run_1/clock_nets.png
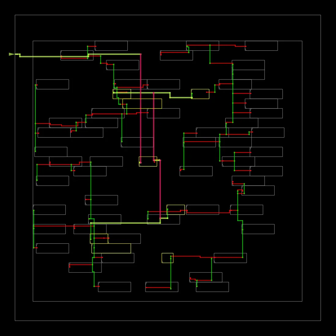
run_1/m1.png
Supply wires on this layer in grey.
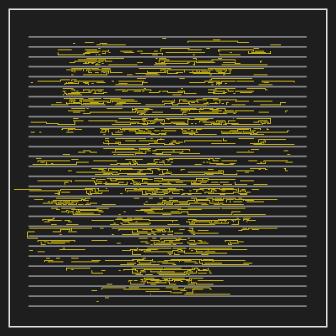
run_1/port_trees.png
Bar = 20 microns.
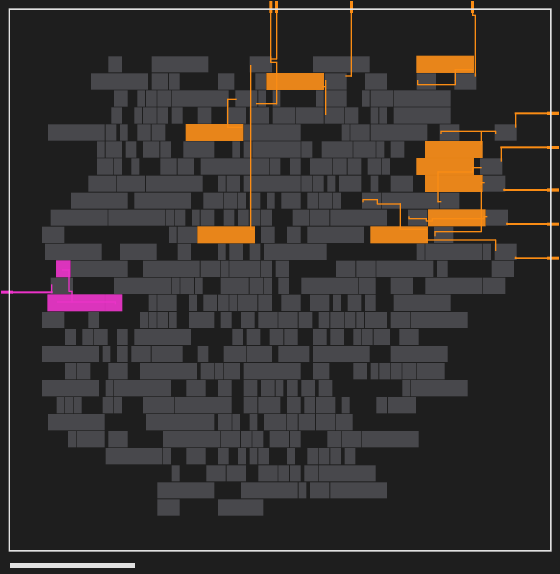
run_1/layers.png
Only two layers are drawn.
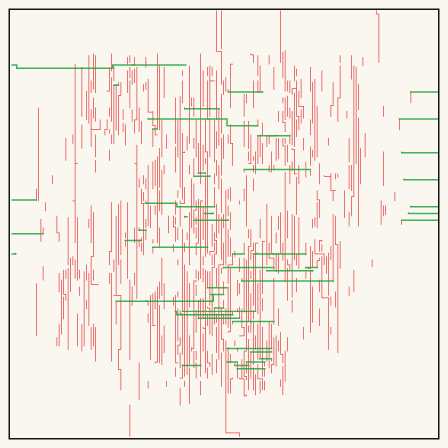
==> config.mk <==
export PLATFORM = sky130hd
export DESIGN_NAME = sr04_ctrl
export DESIGN_NICKNAME = d
export VERILOG_FILES = /design/src/rtl/sr04_ctrl_pkg.sv /design/src/rtl/sr04_ctrl_tick_gen_us.sv /design/src/rtl/sr04_ctrl.sv
export SDC_FILE = /design/constraint.sdc
export NUM_CORES = 1
export LEC_CHECK = 0
export CAP_MARGIN = 20
export CORE_MARGIN = 5
export CORE_UTILIZATION = 52
export DETAILED_ROUTE_END_ITERATION = 8
export MAX_ROUTING_LAYER = met4
export PLACE_DENSITY = 0.8
export REMOVE_ABC_BUFFERS = 1
export SYNTH_ARGS = -nofsm -noshare
export SYNTH_HDL_FRONTEND = slang
export SYNTH_HIERARCHICAL = 1
export SYNTH_SLANG_ARGS = --single-unit
==> constraint.sdc <==
create_clock -name clk -period 5 [get_ports clk]
set_input_delay 1.5 -clock clk [delete_from_list [all_inputs] [get_ports clk]]
set_output_delay 1.5 -clock clk [all_outputs]
set_load 0.005 [all_outputs]
==> src/rtl/sr04_ctrl_pkg.sv <==
// Shared constants for the HC-SR04 ultrasonic ranger controller: FSM state
// encoding, the echo-time-to-distance scale and the microsecond tick divisor.
package sr04_ctrl_pkg;

  // FSM state encoding (kept as plain constants so older code can reuse it).
  localparam logic [2:0] ST_IDLE      = 3'd0;
  localparam logic [2:0] ST_TRIG      = 3'd1;
  localparam logic [2:0] ST_WAIT_ECHO = 3'd2;
  localparam logic [2:0] ST_MEASURE   = 3'd3;
  localparam logic [2:0] ST_DONE      = 3'd4;
  localparam logic [2:0] ST_HOLDOFF   = 3'd5;

  // Round-trip echo time per centimetre of distance, in microseconds.
  localparam int unsigned US_PER_CM = 58;

  // Distance register width and its saturation value.
  localparam int unsigned CM_W   = 9;
  localparam int unsigned CM_MAX = 511;

  localparam int unsigned HZ_PER_MHZ = 1_000_000;

  // Clocks per 1 us tick; never below one so slow clocks still tick.
  function automatic int unsigned tick_div(input int unsigned clk_hz);
    return (clk_hz < HZ_PER_MHZ) ? 1 : clk_hz / HZ_PER_MHZ;
  endfunction

  // Largest of three microsecond limits, used to size the shared us counter.
  function automatic int unsigned max3(input int unsigned a, input int unsigned b,
                                       input int unsigned c);
    int unsigned m;
    m = (a > b) ? a : b;
    return (m > c) ? m : c;
  endfunction

endpackage

==> src/rtl/sr04_ctrl_tick_gen_us.sv <==
// Microsecond tick generator: one-cycle pulse every DIV clocks while enabled.
// Disabling the generator returns its phase to zero, so every enabled period
// starts with a full microsecond.
module tick_gen_us #(
  parameter int unsigned DIV = 100
) (
  input  logic clk,
  input  logic rst,
  input  logic en,
  output logic tick
);

  localparam int unsigned CNT_W = (DIV > 1) ? $clog2(DIV) : 1;
  localparam logic [CNT_W-1:0] CNT_LAST = CNT_W'(DIV - 1);

  logic [CNT_W-1:0] cnt_q;

  // Free-running divider, held at zero while disabled.
  always_ff @(posedge clk or posedge rst) begin
    // NOTE: clocked state always uses non-blocking (<=) so every flop samples
    // the pre-edge values of its neighbours, whatever the statement order.
    if (rst) begin
      cnt_q <= '0;
    end else if (!en || cnt_q == CNT_LAST) begin
      cnt_q <= '0;
    end else begin
      cnt_q <= cnt_q + 1'b1;
    end
  end

  assign tick = en && (cnt_q == CNT_LAST);

endmodule

==> src/rtl/sr04_ctrl.sv <==
// HC-SR04 ultrasonic ranger controller. A start edge fires a trigger pulse,
// the echo pulse width is converted to centimetres (58 us per cm), and the
// result or a timeout is reported with a one-cycle strobe. A holdoff period
// separates consecutive measurements.
module sr04_ctrl
  import sr04_ctrl_pkg::*;
#(
  parameter int unsigned CLK_HZ     = 100_000_000,
  parameter int unsigned TRIG_US    = 10,
  parameter int unsigned ECHO_TO_US = 30_000,
  parameter int unsigned HOLDOFF_US = 60_000
) (
  input  logic            clk,
  input  logic            rst,
  input  logic            start_trig,
  input  logic            echo,
  output logic            trig,
  output logic [CM_W-1:0] dist_cm,
  output logic            dist_valid,
  output logic            timeout_err,
  output logic            busy
);

  localparam int unsigned TICK_DIV = tick_div(CLK_HZ);
  localparam int unsigned US_MAX   = max3(TRIG_US, ECHO_TO_US, HOLDOFF_US);
  localparam int unsigned US_W     = $clog2(US_MAX + 1);

  localparam logic [US_W-1:0] TRIG_LAST    = US_W'(TRIG_US - 1);
  localparam logic [US_W-1:0] ECHO_TO_LAST = US_W'(ECHO_TO_US - 1);
  localparam logic [US_W-1:0] HOLDOFF_LAST = US_W'(HOLDOFF_US - 1);
  localparam logic [5:0]      SUB_LAST     = 6'(US_PER_CM - 1);
  localparam logic [CM_W-1:0] CM_TOP       = CM_W'(CM_MAX);

  logic [2:0]      state_q, state_d;
  logic [US_W-1:0] us_cnt_q, us_cnt_d;
  logic [5:0]      sub_q, sub_d;
  logic [CM_W-1:0] cm_q, cm_d;
  logic            done_to;

  logic            echo_meta_q, echo_sync_q;
  logic            start_q, arm_q;
  logic            start_edge;
  logic            tick;

  logic [CM_W-1:0] dist_cm_q;
  logic            dist_valid_q, timeout_err_q;

  tick_gen_us #(.DIV(TICK_DIV)) u_tick (
    .clk  (clk),
    .rst  (rst),
    .en   (state_q != ST_IDLE),
    .tick (tick)
  );

  // Echo synchronizer and start edge detector. arm_q stays low until
  // start_trig has been seen low once, so a request held across reset is
  // not mistaken for a new one.
  always_ff @(posedge clk or posedge rst) begin
    if (rst) begin
      echo_meta_q <= 1'b0;
      echo_sync_q <= 1'b0;
      start_q     <= 1'b0;
      arm_q       <= 1'b0;
    end else begin
      echo_meta_q <= echo;
      echo_sync_q <= echo_meta_q;
      start_q     <= start_trig;
      arm_q       <= arm_q | ~start_trig;
    end
  end

  assign start_edge = start_trig && !start_q && arm_q;

  // Next-state logic: sequencing, us timeout counting and cm accumulation.
  always_comb begin
    // NOTE: every output of this block gets a default first, so no path
    // leaves a signal unassigned and no latch is inferred.
    state_d  = state_q;
    us_cnt_d = us_cnt_q;
    sub_d    = sub_q;
    cm_d     = cm_q;
    done_to  = 1'b0;
    case (state_q)
      ST_IDLE: begin
        if (start_edge) begin
          state_d  = ST_TRIG;
          us_cnt_d = '0;
        end
      end
      ST_TRIG: begin
        if (tick) begin
          if (us_cnt_q == TRIG_LAST) begin
            state_d  = ST_WAIT_ECHO;
            us_cnt_d = '0;
          end else begin
            us_cnt_d = us_cnt_q + 1'b1;
          end
        end
      end
      ST_WAIT_ECHO: begin
        if (echo_sync_q) begin
          state_d  = ST_MEASURE;
          us_cnt_d = '0;
          sub_d    = '0;
          cm_d     = '0;
        end else if (tick) begin
          if (us_cnt_q == ECHO_TO_LAST) begin
            state_d = ST_DONE;
            done_to = 1'b1;
          end else begin
            us_cnt_d = us_cnt_q + 1'b1;
          end
        end
      end
      ST_MEASURE: begin
        if (!echo_sync_q) begin
          state_d = ST_DONE;
        end else if (tick) begin
          if (us_cnt_q == ECHO_TO_LAST) begin
            state_d = ST_DONE;
            done_to = 1'b1;
          end else begin
            us_cnt_d = us_cnt_q + 1'b1;
            if (sub_q == SUB_LAST) begin
              sub_d = '0;
              if (cm_q != CM_TOP) cm_d = cm_q + 1'b1;
            end else begin
              sub_d = sub_q + 1'b1;
            end
          end
        end
      end
      ST_DONE: begin
        state_d  = ST_HOLDOFF;
        us_cnt_d = '0;
      end
      ST_HOLDOFF: begin
        if (tick) begin
          if (us_cnt_q == HOLDOFF_LAST) begin
            state_d = ST_IDLE;
          end else begin
            us_cnt_d = us_cnt_q + 1'b1;
          end
        end
      end
      default: state_d = ST_IDLE;
    endcase
  end

  // FSM and measurement counter registers.
  always_ff @(posedge clk or posedge rst) begin
    if (rst) begin
      state_q  <= ST_IDLE;
      us_cnt_q <= '0;
      sub_q    <= '0;
      cm_q     <= '0;
    end else begin
      state_q  <= state_d;
      us_cnt_q <= us_cnt_d;
      sub_q    <= sub_d;
      cm_q     <= cm_d;
    end
  end

  // Result registers, loaded as DONE is entered so they are valid with the strobe.
  always_ff @(posedge clk or posedge rst) begin
    if (rst) begin
      dist_valid_q  <= 1'b0;
      dist_cm_q     <= '0;
      timeout_err_q <= 1'b0;
    end else begin
      dist_valid_q <= (state_d == ST_DONE);
      if (state_d == ST_DONE) begin
        dist_cm_q     <= done_to ? '0 : cm_d;
        timeout_err_q <= done_to;
      end
    end
  end

  assign trig        = (state_q == ST_TRIG);
  assign busy        = (state_q != ST_IDLE);
  assign dist_cm     = dist_cm_q;
  assign dist_valid  = dist_valid_q;
  assign timeout_err = timeout_err_q;

endmodule

==> impl_metrics.yaml, run 1 <==
# generated from flow reports
placed_design:
  place_hpwl_microns: 4360
  placed_cells: 391
  place_ws_ns: 1.361
  gp_congestion: 0.8799
  place_area_sq_mm: 0.003234
timing:
  fin_ws_ns: 1.609
  worst_pin_slew_ns: 0.8286
  setup_viol: 0
  rsz0062_at_grt: "no"
  hold_ws_ns: 0.3563
  fin_tns_setup_ns: 0
  period_needed_ns: 3.391
  hold_violations: 0
  slew_headroom_pct: 44.34
  max_freq_mhz: 294.9
  post-route-period-util_pct: 67.82
  final_max_slew_viol_count: 0
global_routing:
  grt_pass1_vias: 2203
  antenna_found_initial: 0
  grt_max_degree: 50
  overflow: 0
  grt_pass1_wl_microns: 10580
clock_network:
  htreeDepth: 2
  cts_hold_buf: 0
  clock_sinks: 56
  clockBufferDepth: 2
  clk_pin_slew_ns: 0.10
  ctsResizeCount: 0
  cts_setup_buffers: 0
  cts_tree: "yes"
  root_buffer: "clkbuf_8"
logic_synthesis:
  top_cell: "dfrtp_1"
  yosysWarnings: 6
  common_cells: "dfrtp_1, nand2_1, o21ai_0"
  yosys-stat-cells: 311
  ys.flop_type: "dfrtp_1"
  ys_seq_share_pct: 46.42
  edf_count: 0
  largest_area_cell: "dfrtp_1"
  synth.avg_cell_area_sq_um: 9.708
  ys_types: 61
  yosys_area_sq_mm: 0.003019
  topCellsByArea: "dfrtp_1, nand2_1, o21ai_0, o22a_1, ha_1"
  ys.flops: 56
  syn_area_sq_mm: 0.003019
  async_flop_share_pct: 100.0
worst_setup_path:
  critPathMaxFanout: 12
  cp-endpoint: "us_cnt_q[14]"
  critPathKind: "reg2reg"
  reg2reg_depth: 7
  cp_slowest_cell: "or4b_2"
  worstPathArrival_ns: 3.62
  critPathTopFamily: "simple AND/OR/NAND/NOR gates"
  worstPathRequired_ns: 5.23
  cp-startpoint: "u_tick/cnt_q[3]"
  critPathMaxStageDelay_ns: 0.69
  reg2reg_slack_ns: 1.61
  r2r-end: "us_cnt_q[14]"
  crit_chain: "or4b_4 -> nor3_1 -> inv_1 -> a221oi_1 -> o22ai_2 -> or4b_2 -> a22oi_1"
  r2r_start: "u_tick/cnt_q[3]"
  end_kind: "flip-flop"
  path_buffers: 1
  worstSetupStartpointType: "flip-flop"
  critical_path_depth: 7
route:
  wirelength_microns: 6293
  drt_first_iter_violations: 218
  drtAntennaViolNets: 0
  route.detailed.drc: 0
  via_per_inst: 6.254
  drt_first_pass_iters: 4
hold_path:
  whs_endpoint: "echo_sync_q"
  holdPathStages: 0
  worstHoldStart: "echo_meta_q"
floorplan:
  die_x_microns: 86.20
  die_h_microns: 86.20
  floorplanUtilization_pct: 54.16
  core_sq_mm: 0.005574
  rows: 27
  die_area_sq_mm: 0.007430
power:
  vdd_drop_max_mv: 0.2962
  pwr_density_cell_mw_per_mm2: 321.7
  power_leakage_nw: 1.404
layout:
  num-nets-final: 338
  n_antenna_cell: 0
  most-common-layout-cells: "dfrtp_1, nand2_1, o21ai_0"
  drive_above_1_share_pct: 8.207
  layout_top_cell: "dfrtp_1"
  fin_util_pct: 60.99
  seq_area_sq_mm: 0.001401
  fill_cells: 463
  post-route-cell-area_sq_mm: 0.003400
  final_cells: 401
flow_run:
  max-cap-violations: 0
  warning_count: 27
status:
  status: "finished, final reports clean"
Notes on clock_nets.png above:
clk latency late pin: 0.32 ns
clk_buf instances: 5

Notes on m1.png above:
- main direction: horizontal
- wire length on this layer: 2940 microns
- share of all routed wire: 47%
- nets with wire on the layer: 312
- longest straight run: 23.5 microns

Notes on port_trees.png above:
- orange: dist_cm (direction output; end cells 9; buffers 9; wire 221 microns)
- magenta: start_trig (direction input; end cells 3; buffers 1; wire 23.6 microns)
# IOs: 17
PortBufs: 16

Notes on layers.png above:
- green: M3 (wire length 354 microns)
- red: M2 (wire length 2900 microns)
Vias: 2508
gr usage total: 17.87%

[run 1: report_power, final]
| group | internal, W | switching, W | total, W | leakage, nW |
|---|---|---|---|---|
| Combinational | 0.0000780 | 0.000114 | 0.000192 | 0.580 |
| Sequential | 0.000492 | 0.0000542 | 0.000546 | 0.755 |
| Clock | 0.000202 | 0.000154 | 0.000356 | 0.0687 |
[run 1: worst reg2reg max path, cell delays in order (launching register included)]
cell      delay (ns)
dfrtp_1         0.44
or4b_4          0.58
nor3_1          0.65
inv_1           0.09
a221oi_1        0.42
o22ai_2         0.27
or4b_2          0.69
a22oi_1         0.17
[run 1: registers in the layout, summed over array words and instances (netlist names)]
signal	count
start_q	1
sub_q	6
u_tick/cnt_q	7
state_q	3
echo_meta_q	1
us_cnt_q	16
echo_sync_q	1
arm_q	1
cm_q	9
timeout_err	1
dist_cm	9
dist_valid	1
[run 1: cell type report]
cell class / count / share of cell area, %
Multi-Input combinational cell: 230 / 44.57
Sequential cell: 56 / 41.22
Timing Repair Buffer: 19 / 5.742
Tap cell: 72 / 2.650
Clock buffer: 5 / 2.024
Clock inverter: 3 / 2.024
Inverter: 16 / 1.767
[run 1: logic make-up (layout without fill, tap and decap cells)]
group                    count (synthesis)  after routing  share of synthesized area (%)
multiplexers                             7              7                          2.321
flip-flops                              56             56                          46.42
XOR/XNOR                                 3              3                         0.8704
buffers and inverters                   25             43                          3.398
AND/OR/NAND/NOR                        130            130                          24.08
AND-OR/OR-AND                           84             84                          20.43
adder cells (fa/ha/maj)                  6              6                          2.486
[run 1: routing by layer]
layer / part of all wire [%] / global-route usage [%] / vias to the layer above
met5: 0 / - / -
met3: 5.6 / 3.232 / 11
li1: - / - / 1209
met2: 46 / 27.26 / 84
met4: 1.5 / 4.533 / 0
met1: 47 / 24.88 / 1204
run_1/closeup.png
Bar = 10 microns. Window x 28 to 58, y 28 to 58 microns. Cells in grey, sequential cells in the stronger grey; small squares are vias.
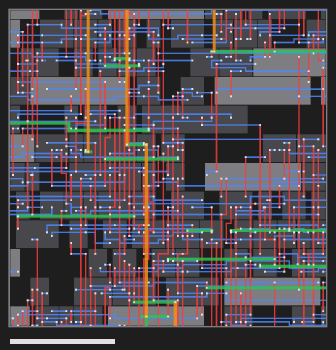

--- run 2 (diff from run 1) ---
==> constraint.sdc (replaced) <==
create_clock -name clk -period 3.51 [get_ports clk]
set_input_delay 1.053 -clock clk [delete_from_list [all_inputs] [get_ports clk]]
set_output_delay 1.053 -clock clk [all_outputs]
set_load 0.005 [all_outputs]
run_2/closeup.png
Bar = 10 microns. Window x 28 to 58, y 28 to 58 microns. Cells in grey, sequential cells in the stronger grey; small squares are vias.
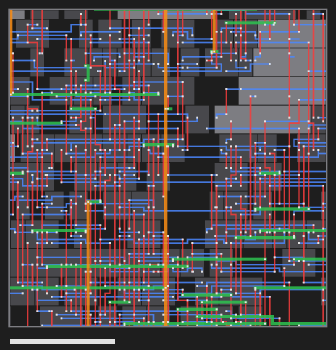
- blue: M1
- red: M2
- orange: M4
- green: M3
- cells with their middle in the window: 86
- sequential cells in the window: 4
- netlist names of flops here include: cm_q (2), us_cnt_q (2)
- most frequent: nand2_1 (8), o21ai_0 (8), nand4_1 (6)

==> run 2 against run 1 <==
  * Clock power increased by 2%
  * Synthesized cell count did not move
  * Critical endpoint unchanged
  * Via count is 1.0% higher
  * Clock skew down 0.0022 ns
  * Final cell count rose by 0.25%
  * Fmax up 16%
  * Core utilization is 0.63 points lower
  * Count of clock-buffer cells in the layout is the same
  * Sequential power is 42% higher
  * Hold slack improved by 0.0094 ns
  * First-iteration DRC count grew 35%
  * Total power increased by 29%
==> impl_metrics.yaml, run 2 <==
# generated from flow reports
worst_setup_path:
  critPathKind: "reg2reg"
  path_buffers: 2
  critPathMaxStageDelay_ns: 0.68
  worstPathRequired_ns: 3.74
  critPathMaxFanout: 13
  r2r_start: "u_tick/cnt_q[3]"
  cp-startpoint: "u_tick/cnt_q[3]"
  worstPathArrival_ns: 3.16
  worstSetupStartpointType: "flip-flop"
  crit_chain: "or4b_4 -> nor3_1 -> buf_4 -> inv_1 -> a221oi_1 -> o22ai_2 -> or4b_2 -> a22oi_1"
  reg2reg_depth: 8
  cp_slowest_cell: "or4b_2"
  end_kind: "flip-flop"
global_routing:
  overflow: 0
  grt_max_degree: 31
  grtUsageTotal_pct: 19.07
  grt_pass1_wl_microns: 11250
  antenna_found_initial: 0
  grt_pass1_vias: 2335
timing:
  period_needed_ns: 2.926
  final_max_slew_viol_count: 0
  setup_viol: 0
  hold_ws_ns: 0.3658
  post-route-period-util_pct: 83.37
  rsz0062_at_grt: "no"
  max_freq_mhz: 341.7
  worst_pin_slew_ns: 0.8318
  hold_violations: 0
placed_design:
  place_hpwl_microns: 4623
  portBuffers: 16
  placed_cells: 393
  place_area_sq_mm: 0.003262
  place_ws_ns: 0.3186
  gp_congestion: 0.9131
status:
  status: "finished, final reports clean"
layout:
  post-route-cell-area_sq_mm: 0.003364
  layout_top_cell: "dfrtp_1"
  most-common-layout-cells: "dfrtp_1, nand2_1, o21ai_0"
  fin_util_pct: 60.36
  n_antenna_cell: 0
  drive_above_1_share_pct: 8.485
  largest_reg_flops: 16
  num-nets-final: 339
  final_cells: 402
floorplan:
  die_h_microns: 86.20
  rows: 27
  core_sq_mm: 0.005574
  top_level_ports: 17
  die_x_microns: 86.20
  floorplanUtilization_pct: 54.16
  die_area_sq_mm: 0.007430
logic_synthesis:
  top_cell: "dfrtp_1"
  yosysWarnings: 6
  ys_types: 61
  async_flop_share_pct: 100.0
  yosys_area_sq_mm: 0.003019
  topCellsByArea: "dfrtp_1, nand2_1, o21ai_0, o22a_1, ha_1"
  ys.flop_type: "dfrtp_1"
  yosys-stat-cells: 311
  ys_seq_share_pct: 46.42
  syn_area_sq_mm: 0.003019
  synthCells: 311
  ys.flops: 56
  common_cells: "dfrtp_1, nand2_1, o21ai_0"
  edf_count: 0
  largest_area_cell: "dfrtp_1"
power:
  pwr_density_cell_mw_per_mm2: 420.7
  switching_share_pct: 32.33
  p_seq_share_pct: 54.9
  power_switching_w: 0.0004576
  p_clk_share_pct: 25.6
  vdd_drop_max_mv: 0.2816
  power_leakage_nw: 1.383
  pwr-share-comb_pct: 19.5
  p_int_w: 0.0009577
route:
  drt_first_pass_iters: 5
  drtAntennaViolNets: 0
  drt_first_iter_violations: 295
  route.detailed.drc: 0
  via_per_inst: 6.301
hold_path:
  worstHoldStart: "echo_meta_q"
  holdPathStages: 0
clock_network:
  clockBufferDepth: 2
  cts_tree: "yes"
  root_buffer: "clkbuf_8"
  clock_sinks: 56
  clkLatencyLatePin_ns: 0.31
  clk_pin_slew_ns: 0.10
  cts_setup_buffers: 0
  ctsResizeCount: 0
flow_run:
  warning_count: 27
  max-cap-violations: 0
run_2/m1.png
Supply wires on this layer in grey.
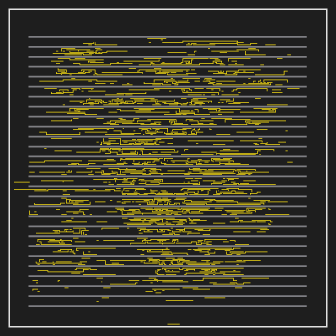
- share of all routed wire: 47%
- wire length on this layer: 3020 microns
- longest straight run: 23.5 microns
- nets with wire on the layer: 318
met1 usage: 27.07%
final WL: 6399 microns
Vias: 2533

==> run 2: cell families (layout without fill, tap and decap cells) <==
| family | after synthesis | count (layout) | share of synthesized area (%) |
|---|---|---|---|
| flops | 56 | 56 | 46.42 |
| xor+xnor | 3 | 3 | 0.8704 |
| fa+ha+maj | 6 | 6 | 2.486 |
| buf+inv | 25 | 44 | 3.398 |
| mux | 7 | 7 | 2.321 |
| simple gates | 130 | 130 | 24.08 |
| compound gates | 84 | 84 | 20.43 |
==> run 2: final timing paths <==
kind / slack [ns] / end
worst max-delay path: 0.58 / us_cnt_q[14]
worst min-delay path: 0.37 / echo_sync_q
worst max register to register: 0.58 / us_cnt_q[14]
worst min register to register: 0.37 / echo_sync_q
max in group asynchronous: 1.93 / us_cnt_q[13]
min in group asynchronous: 1.01 / u_tick/cnt_q[4]
==> run 2: cell type report <==
class                      count  area (sq um)
clock buffer                   5         68.82
clock inverter                 3         26.28
fill                         483          2210
inverter                      16         60.06
multi-input combinational    230          1515
sequential                    56          1401
tap                           72         90.09
timing repair buffer          20         202.7
==> run 2: routing by layer <==
metal | vias up | track usage (%) | routed length, microns
met5 | - | - | 0
met4 | 0 | 5.241 | 103
met3 | 10 | 3.232 | 362
met2 | 87 | 28.45 | 2908
met1 | 1232 | 27.07 | 3024
li1 | 1204 | - | -
==> run 2: power groups by stage <==
stage | sequential [W] | clock, W | combinational [W]
after CTS | 0.000776 | 0.000376 | 0.000276
after floorplan | 0.000767 | 0 | 0.000203
after global placement | 0.000785 | 0 | 0.000266
after detailed placement | 0.000789 | 0 | 0.000274
final | 0.000777 | 0.000363 | 0.000276
after global routing | 0.000789 | 0.000405 | 0.000310
run_2/clock_nets.png
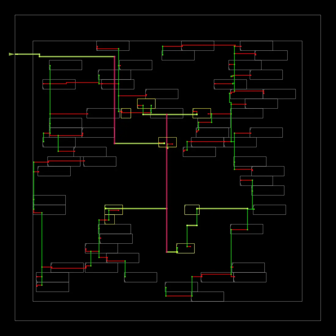

--- run 3 (diff from run 2) ---
--- a/config.mk
+++ b/config.mk
@@ -10,7 +10,7 @@
 export CORE_UTILIZATION = 52
 export DETAILED_ROUTE_END_ITERATION = 8
 export MAX_ROUTING_LAYER = met4
-export PLACE_DENSITY = 0.8
+export PLACE_DENSITY = 0.83
 export REMOVE_ABC_BUFFERS = 1
 export SYNTH_ARGS = -nofsm -noshare
 export SYNTH_HDL_FRONTEND = slang
==> constraint.sdc (replaced) <==
create_clock -name clk -period 2.43 [get_ports clk]
set_input_delay 0.729 -clock clk [delete_from_list [all_inputs] [get_ports clk]]
set_output_delay 0.729 -clock clk [all_outputs]
set_load 0.005 [all_outputs]
run_3/clock_nets.png
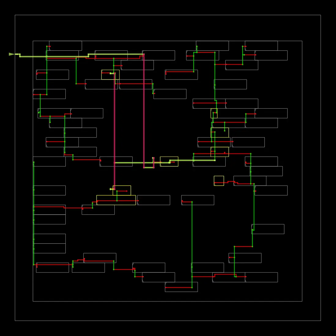
cts bufs inserted: 5
clock skew: 0.006487 ns

==> run 3 against run 2 <==
  * Cell area increased by 10%
  * Global-route usage grew 0.90 points
  * Via count grew 3.6%
  * Clock power up 67%
  * Final cell count increased by 8.0%
  * Synthesized cell count did not move
  * Clock skew about the same
  * Critical path depth is the same
  * Flip-flop count unchanged
  * Non-clock buffer count rose by 32
  * Wire length up 7.6%
  * Fmax grew 23%
  * Critical endpoint is now us_cnt_q[15]
  * Largest cell class unchanged
==> impl_metrics.yaml, run 3 <==
# generated from flow reports
logic_synthesis:
  common_cells: "dfrtp_1, nand2_1, o21ai_0"
  ys_types: 61
  synthCells: 311
  ys.flops: 56
  topCellsByArea: "dfrtp_1, nand2_1, o21ai_0, o22a_1, ha_1"
  top_cell: "dfrtp_1"
  syn_area_sq_mm: 0.003019
  largest_area_cell: "dfrtp_1"
  ys_seq_share_pct: 46.42
  async_flop_share_pct: 100.0
  ys.flop_type: "dfrtp_1"
  yosys-stat-cells: 311
timing:
  final_max_slew_viol_count: 0
  post-route-period-util_pct: 98.27
  worst_pin_slew_ns: 0.7919
  max_freq_mhz: 418.7
  hold_violations: 0
  period_needed_ns: 2.388
  hold_ws_ns: 0.3566
global_routing:
  grt_pass1_vias: 2454
  grtUsageMet3_pct: 3.707
  grtUsageTotal_pct: 19.97
  grt_use_met1_pct: 27.29
  overflow: 0
  grt_use_met2_pct: 30.76
  grt_max_degree: 29
  antenna_found_initial: 0
route:
  drt_first_iter_violations: 215
  wl_met1_microns: 3281
  drtAntennaViolNets: 0
  via_per_inst: 6.048
  wirelength_microns: 6885
  highest_layer: "met4"
  drt_first_pass_iters: 4
  dr_wl_met2_microns: 3210
  route.vias.total: 2625
  met3_length_microns: 317
worst_setup_path:
  worstSetupStartpointType: "flip-flop"
  path_buffers: 2
  r2r-end: "us_cnt_q[15]"
  critPathMaxStageDelay_ns: 0.56
  critPathKind: "reg2reg"
  end_kind: "flip-flop"
  worstPathArrival_ns: 2.62
  reg2reg_slack_ns: 0.04
  critPathMaxFanout: 10
  crit_chain: "or4b_4 -> nor3_4 -> inv_1 -> a221oi_2 -> o22ai_2 -> buf_6 -> or3b_2 -> mux2i_1"
  worstPathRequired_ns: 2.67
  r2r_start: "u_tick/cnt_q[3]"
floorplan:
  floorplanUtilization_pct: 54.16
  die_area_sq_mm: 0.007430
  die_h_microns: 86.20
  core_sq_mm: 0.005574
  top_level_ports: 17
layout:
  n_antenna_cell: 0
  most-common-layout-cells: "dfrtp_1, nand2_1, buf_4"
  fin_util_pct: 66.42
  drive_above_1_share_pct: 19.34
  largest_reg_flops: 16
  post-route-cell-area_sq_mm: 0.003702
  num-nets-final: 371
placed_design:
  gp_congestion: 0.8999
  placed_cells: 426
  place_ws_ns: -0.3029
  place_hpwl_microns: 4913
  portBuffers: 16
  place_area_sq_mm: 0.003522
hold_path:
  worstHoldStart: "echo_meta_q"
  whs_endpoint: "echo_sync_q"
  holdPathStages: 0
power:
  power_leakage_nw: 1.573
  vdd_drop_max_mv: 0.4845
  pwr_density_cell_mw_per_mm2: 609.2
clock_network:
  root_buffer: "clkbuf_8"
  cts_tree: "yes"
  clockBufferDepth: 2
  clock_sinks: 56
  clkLatencyLatePin_ns: 0.31
  clk_pin_slew_ns: 0.10
  cts_setup_buffers: 0
flow_run:
  max-cap-violations: 0
  warning_count: 29
status:
  status: "finished, final reports clean"
run_3/port_trees.png
Bar = 20 microns.
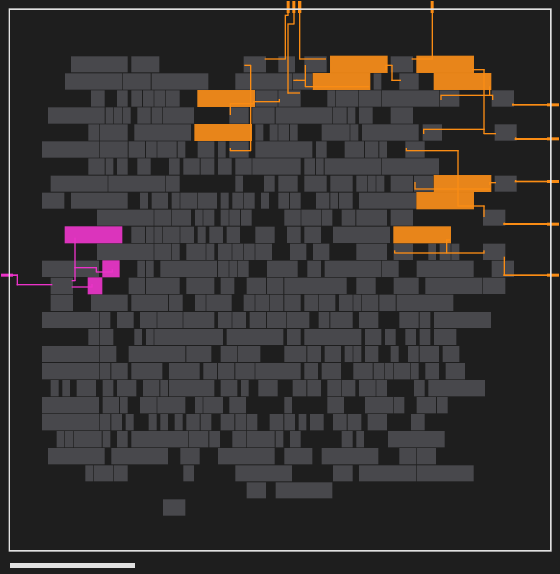
- magenta: start_trig (direction input; end cells 3; buffers 1; wire 25.6 microns)
- orange: dist_cm (direction output; end cells 9; buffers 9; wire 223 microns)

-- run 3: cell count changes in the layout (fill, tap and decap cells not counted), sizes merged --
| cell | change |
|---|---|
| clkinv | +1 |
| clkinvlp | -1 |
| clkdlybuf4s50 | -1 |
| inv | -1 |
| dlygate4sd2 | +1 |
| bufinv | +1 |
| buf | +32 |
-- run 3: worst max-delay path by stage --
stage / start / endpoint / depth (start not counted)
6_report: u_tick/cnt_q[3] / us_cnt_q[15] / 8
5_1_grt: u_tick/cnt_q[3] / us_cnt_q[15] / 8
4_1_cts: u_tick/cnt_q[3] / us_cnt_q[14] / 7
3_5_place_dp: start_trig / us_cnt_q[14] / 6
3_3_place_gp: start_trig / us_cnt_q[14] / 6
2_1_floorplan: u_tick/cnt_q[3] / us_cnt_q[14] / 7
-- run 3: cell families after synthesis --
kind of cell,Yosys count,share of synthesized area [%]
muxes,7,2.321
adders and majority gates,6,2.486
DFF,56,46.42
and+or+nand+nor,130,24.08
AOI/OAI and AO/OA,84,20.43
buffers and inverters,25,3.398
xor gates and xnor gates,3,0.8704
-- run 3: area by class of cell --
cell class              instances  area, sq um
fillers                       434         1872
multi-input cells             230         1578
flip-flops and latches         56         1401
repair buffers                 52        461.7
well taps                      72        90.09
clock buffers                   5        68.82
inverters                      16        60.06
clock inverters                 3        42.54
-- run 3: power by group --
group | internal (W) | switching (W) | total (W)
Sequential | 0.00101 | 0.0000754 | 0.00109
Combinational | 0.000254 | 0.000308 | 0.000562
Clock | 0.000305 | 0.000300 | 0.000605
Total | 0.00157 | 0.000684 | 0.00226
-- run 3: what timing repair did --
item                                    4_1_cts  5_1_grt
pin swaps                                     2        3
endpoints found under the setup margin       18       18
resized                                       6       12
Power figures rest on the tool's default switching activity, not on a simulated workload.
